`src/rtl/serdesphy_pkg.sv`:
```
//------------------------------------------------------------------------------
// Module  : serdesphy_pkg
// Brief   : Shared Manchester types, chip-pair constants and 8->16 encoder.
// Revision: 1.0 - initial release
//------------------------------------------------------------------------------
`default_nettype none

package serdesphy_pkg;

  typedef enum logic [0:0] {
    ST_HUNT   = 1'b0,
    ST_LOCKED = 1'b1
  } rx_state_e;

  localparam logic [1:0] MAN_ONE           = 2'b10;
  localparam logic [1:0] MAN_ZERO          = 2'b01;
  localparam logic [7:0] DEFAULT_SYNC_BYTE = 8'hBC;

  // Bit 7 lands in chips[15:14] so the MSB goes out on the line first.
  function automatic logic [15:0] man_encode(input logic [7:0] b);
    logic [15:0] c;
    c = '0;
    for (int i = 0; i < 8; i++) begin
      c[2*i +: 2] = b[i] ? MAN_ONE : MAN_ZERO;
    end
    return c;
  endfunction

endpackage

`default_nettype wire

```
`src/rtl/serdesphy_manchester_pair_decode.sv`:
```
//------------------------------------------------------------------------------
// Module  : serdesphy_manchester_pair_decode
// Brief   : Combinational 16-chip to 8-bit Manchester decode with violation mask.
// Revision: 1.0 - initial release
//------------------------------------------------------------------------------
`default_nettype none

module serdesphy_manchester_pair_decode
  import serdesphy_pkg::*;
(
  input  logic [15:0] i_chips,
  output logic [7:0]  o_data,
  output logic [7:0]  o_viol
);

  // Violation pairs ("00"/"11") decode to 0.
  for (genvar i = 0; i < 8; i++) begin : g_pair
    assign o_data[i] = (i_chips[2*i +: 2] == MAN_ONE);
    assign o_viol[i] = i_chips[2*i+1] ~^ i_chips[2*i];
  end

endmodule

`default_nettype wire

```
`src/rtl/serdesphy_rx_manchester_deframer.sv`:
```
//------------------------------------------------------------------------------
// Module  : serdesphy_rx_manchester_deframer
// Brief   : Hunts for the Manchester sync byte, then decodes 16-chip words and
//           tracks code violations / loss of lock. Optional macro
//           SERDESPHY_RX_SYNC_STRIP_EN suppresses clean in-lock sync bytes.
// Revision: 1.0 - initial release
//------------------------------------------------------------------------------
`default_nettype none

module serdesphy_rx_manchester_deframer
  import serdesphy_pkg::*;
#(
  parameter logic [7:0]  SYNC_BYTE  = DEFAULT_SYNC_BYTE,
  parameter int unsigned ERR_THRESH = 4
) (
  input  logic       clk_240m_rx,
  input  logic       rst_n_240m_rx,
  input  logic       rx_en,
  input  logic       rx_serial_data,
  input  logic       rx_serial_valid,
  input  logic       rx_err_clr,
  output logic [7:0] rx_word,
  output logic       rx_word_valid,
  output logic       rx_locked,
  output logic       rx_code_err,
  output logic       rx_lock_lost,
  output logic [7:0] rx_err_count
);

  localparam logic [15:0] c_SYNC_CHIPS = man_encode(SYNC_BYTE);
  localparam logic [3:0]  c_THRESH     = 4'(ERR_THRESH);

  rx_state_e   r_state;
  rx_state_e   w_state_nxt;
  logic [15:0] r_shift;
  logic [3:0]  r_chip_cnt;
  logic [3:0]  r_consec_err;
  logic [7:0]  r_word;
  logic        r_word_valid;
  logic        r_code_err;
  logic        r_lock_lost;
  logic [7:0]  r_err_count;

  logic [15:0] w_nxt;
  logic [7:0]  w_dec;
  logic [7:0]  w_viol;
  logic        w_err;
  logic        w_sync_hit;
  logic        w_word_done;
  logic        w_lose;
  logic        w_emit;
  logic        w_locked;

  assign w_nxt = {r_shift[14:0], rx_serial_data};

  serdesphy_manchester_pair_decode u_decode (
    .i_chips (w_nxt),
    .o_data  (w_dec),
    .o_viol  (w_viol)
  );

  assign w_err       = |w_viol;
  assign w_sync_hit  = rx_en && rx_serial_valid && (r_state == ST_HUNT) &&
                       (w_nxt == c_SYNC_CHIPS);
  assign w_word_done = rx_en && rx_serial_valid && (r_state == ST_LOCKED) &&
                       (r_chip_cnt == 4'd15);
  assign w_lose      = w_word_done && w_err && ((r_consec_err + 4'd1) == c_THRESH);

`ifdef SERDESPHY_RX_SYNC_STRIP_EN
  assign w_emit = w_err || (w_dec != SYNC_BYTE);
`else
  assign w_emit = 1'b1;
`endif

  always_ff @(posedge clk_240m_rx or negedge rst_n_240m_rx) begin
    if (!rst_n_240m_rx) begin
      r_state <= ST_HUNT;
    end else begin
      r_state <= w_state_nxt;
    end
  end

  always_comb begin
    w_state_nxt = r_state;
    if (!rx_en) begin
      w_state_nxt = ST_HUNT;
    end else begin
      case (r_state)
        ST_HUNT:   if (w_sync_hit) w_state_nxt = ST_LOCKED;
        ST_LOCKED: if (w_lose)     w_state_nxt = ST_HUNT;
        default:   w_state_nxt = ST_HUNT;
      endcase
    end
  end

  always_comb begin
    w_locked = (r_state == ST_LOCKED);
  end

  always_ff @(posedge clk_240m_rx or negedge rst_n_240m_rx) begin
    if (!rst_n_240m_rx) begin
      r_shift      <= '0;
      r_chip_cnt   <= '0;
      r_consec_err <= '0;
      r_word       <= '0;
      r_word_valid <= 1'b0;
      r_code_err   <= 1'b0;
      r_lock_lost  <= 1'b0;
    end else begin
      r_word_valid <= 1'b0;
      r_code_err   <= 1'b0;
      r_lock_lost  <= 1'b0;
      if (!rx_en) begin
        r_shift      <= '0;
        r_chip_cnt   <= '0;
        r_consec_err <= '0;
      end else if (rx_serial_valid) begin
        r_shift <= w_nxt;
        if (r_state == ST_LOCKED) begin
          r_chip_cnt <= r_chip_cnt + 4'd1;
        end
        if (w_word_done) begin
          r_word       <= w_dec;
          r_word_valid <= w_emit;
          r_code_err   <= w_err;
          r_lock_lost  <= w_lose;
          if (!w_err || w_lose) begin
            r_consec_err <= '0;
          end else begin
            r_consec_err <= r_consec_err + 4'd1;
          end
        end
      end
    end
  end

  // Clear wins over a same-cycle increment; count survives rx_en drop.
  always_ff @(posedge clk_240m_rx or negedge rst_n_240m_rx) begin
    if (!rst_n_240m_rx) begin
      r_err_count <= '0;
    end else if (rx_err_clr) begin
      r_err_count <= '0;
    end else if (w_word_done && w_err && (r_err_count != 8'hFF)) begin
      r_err_count <= r_err_count + 8'd1;
    end
  end

  assign rx_word       = r_word;
  assign rx_word_valid = r_word_valid;
  assign rx_locked     = w_locked;
  assign rx_code_err   = r_code_err;
  assign rx_lock_lost  = r_lock_lost;
  assign rx_err_count  = r_err_count;

endmodule

`default_nettype wire

```
`config.mk`:
```
export PLATFORM = sky130hd
export DESIGN_NAME = serdesphy_rx_manchester_deframer
export DESIGN_NICKNAME = d
export VERILOG_FILES = /design/src/rtl/serdesphy_pkg.sv /design/src/rtl/serdesphy_manchester_pair_decode.sv /design/src/rtl/serdesphy_rx_manchester_deframer.sv
export SDC_FILE = /design/constraint.sdc
export NUM_CORES = 1
export LEC_CHECK = 0
export CAP_MARGIN = 20
export CORE_MARGIN = 2
export CORE_UTILIZATION = 55
export CTS_CLUSTER_SIZE = 12
export DETAILED_ROUTE_END_ITERATION = 8
export GPL_ROUTABILITY_DRIVEN = 0
export HOLD_SLACK_MARGIN = 0.08
export PLACE_DENSITY = 0.82
export SLEW_MARGIN = 0
export SYNTH_ARGS = -nofsm -noshare
export SYNTH_HDL_FRONTEND = slang
export SYNTH_SLANG_ARGS = --single-unit
```
`constraint.sdc`:
```
create_clock -name clk_240m_rx -period 2.25 [get_ports clk_240m_rx]
set_clock_uncertainty 0.2 [all_clocks]
set_input_delay 0.45 -clock clk_240m_rx [delete_from_list [all_inputs] [get_ports clk_240m_rx]]
set_output_delay 0.45 -clock clk_240m_rx [all_outputs]
set_load 0.01 [all_outputs]
```
logic_types.png
Scale: 8 px per µm.
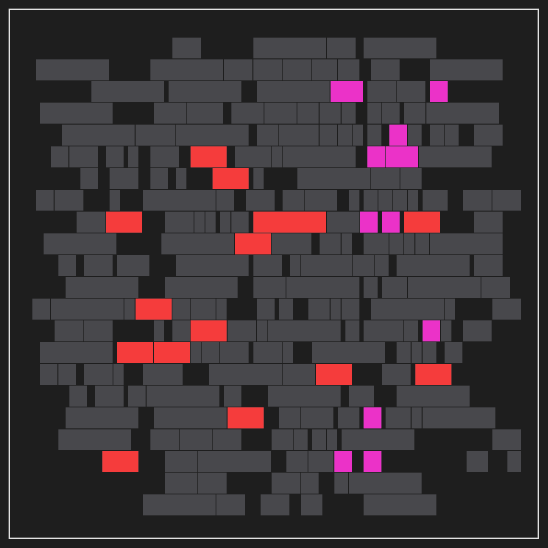
- adder and majority cells: red (cells 14; most used ha_1)
- AND and OR gates: magenta (cells 11; most used or3_1)

io_fan.png
Scale: 4 px per µm.
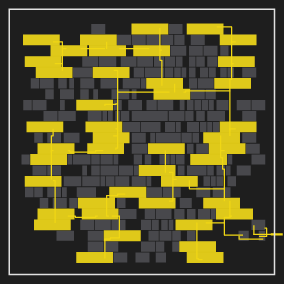
- rst_n_240m_rx: yellow (bits 1; direction input; edge east; end cells 43; buffers 3; wire 292 µm)

io_placement.png
Scale: 8 px per µm. Pins as bars across the die edge, other pins in grey.
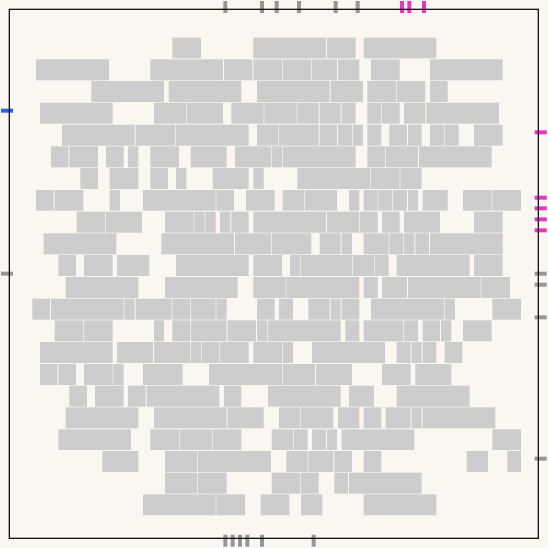
- rx_err_count: magenta (pins 8; direction output; edge 5 east, 3 north)
- clk_240m_rx: blue (pins 1; direction input; edge west)

placement.png
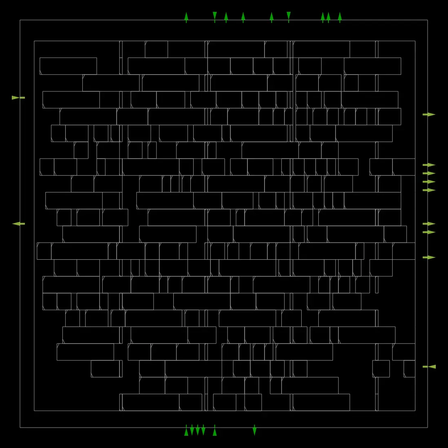
Tapcells: 48
Seq/total area: 41.23%
Core Area: 0.003689 mm²
num rows: 22
fin util: 70.76%

==> results.sh <==
# implementation run metrics
export IMPL_rr_endpoint="rx_err_count[2]"
export IMPL_clkLatencyLatePin_ns=0.29
export IMPL_hold_path_class="register to register"
export IMPL_largest_cell_class="flip-flops and latches"
export IMPL_top_usage_layer="met2"
export IMPL_dpl_cell_count=263
export IMPL_warnings=29
export IMPL_fillers=276
export IMPL_synth_area_mm2=0.002111
export IMPL_holdWs_ns=0.3060
export IMPL_ios=26
export IMPL_final_setup_tns_ns=0
export IMPL_synth_top_area_share_pct=50.98
export IMPL_setup_viol=0
export IMPL_crit_end="rx_err_count[2]"
export IMPL_ys_flops=43
export IMPL_drive_above_1_share_pct=17.70
export IMPL_ctsLongestPathBuffers=2
export IMPL_grt_overflow=0
export IMPL_yosysSeqAreaShare_pct=50.98
export IMPL_initCoreUtil_pct=57.23
export IMPL_synth_distinct_cells=33
export IMPL_whs_path_depth=1
export IMPL_worst_slack_ns=0.08205
export IMPL_grt_pass1_wl_um=7141
export IMPL_p_leak_nw=1.151
export IMPL_sh_comb_area_pct=37.92
export IMPL_cts_buffers=5
export IMPL_worstRegToRegCells=8
export IMPL_ys_async_sr_fraction_pct=100.0
export IMPL_most_common_layout_cells="dfrtp_1 (43), clkdlybuf4s50_1 (23), nor2b_1 (17), mux2i_1 (15), ha_1 (13)"
export IMPL_synth_edff_count=0
export IMPL_mostFrequentLayoutCell="dfrtp_1"
export IMPL_via_per_inst=5.489
export IMPL_min_to="rx_word[4]"
export IMPL_post_route_min_period_ns=2.168
export IMPL_status="finished, final reports clean"
export IMPL_finalPower_mw=1.282
export IMPL_grt_max_degree=44
export IMPL_max_slew_margin_pct=64.25
export IMPL_vias=1504
timing repair:
action / CTS / global route
hold buffers: 1 / 0
pin swaps: 2 / 3
cloned: 1 / 0
hold endpoints to repair: 43 / 0
endpoints found under the setup margin: 6 / 3
setup buffers: 2 / 1
resized: 4 / 6
power breakdown:
part / total (mW) / internal [mW] / switching [mW] / leakage [nW]
Combinational: 0.0664 / 0.0276 / 0.0389 / 0.514
Clock: 0.438 / 0.207 / 0.231 / 0.0371
Sequential: 0.777 / 0.774 / 0.00276 / 0.600
cell families after synthesis:
logic type               Yosys count  synth area share [%]
buffers and inverters             21                 4.564
XOR/XNOR                           4                 1.660
AND/OR/NAND/NOR                   61                 16.95
multiplexers                      24                 11.91
flip-flops                        43                 50.98
adder cells (fa/ha/maj)           14                 8.299
AND-OR/OR-AND                     20                 5.631
registers in the layout, summed over array words and instances (netlist names):
| signal | flops |
|---|---|
| r_shift | 15 |
| rx_err_count | 8 |
| rx_word | 8 |
| r_chip_cnt | 4 |
| r_consec_err | 4 |
| rx_code_err | 1 |
| rx_lock_lost | 1 |
| rx_locked | 1 |
| rx_word_valid | 1 |
cell usage after synthesis (4+ instances only):
| library cell | n |
|---|---|
| dfrtp_1 | 43 |
| or3_1 | 5 |
| nand3_1 | 10 |
| nand4_1 | 5 |
| o21ai_0 | 7 |
| a21oi_1 | 7 |
| nand2_1 | 8 |
| mux2_2 | 9 |
| ha_1 | 14 |
| nor2b_1 | 17 |
| nor2_1 | 4 |
| inv_1 | 13 |
| mux2i_1 | 15 |
per-layer routing:
metal  up-vias  part of all wire (%)  wire length [µm]
met1       738                    42              1786
li1        725                     -                 -
met2        35                    54              2329
met5         -                     0                 0
met4         0                   1.1                48
met3         6                   3.0               131
Power is estimated from default activity; no workload was simulated.
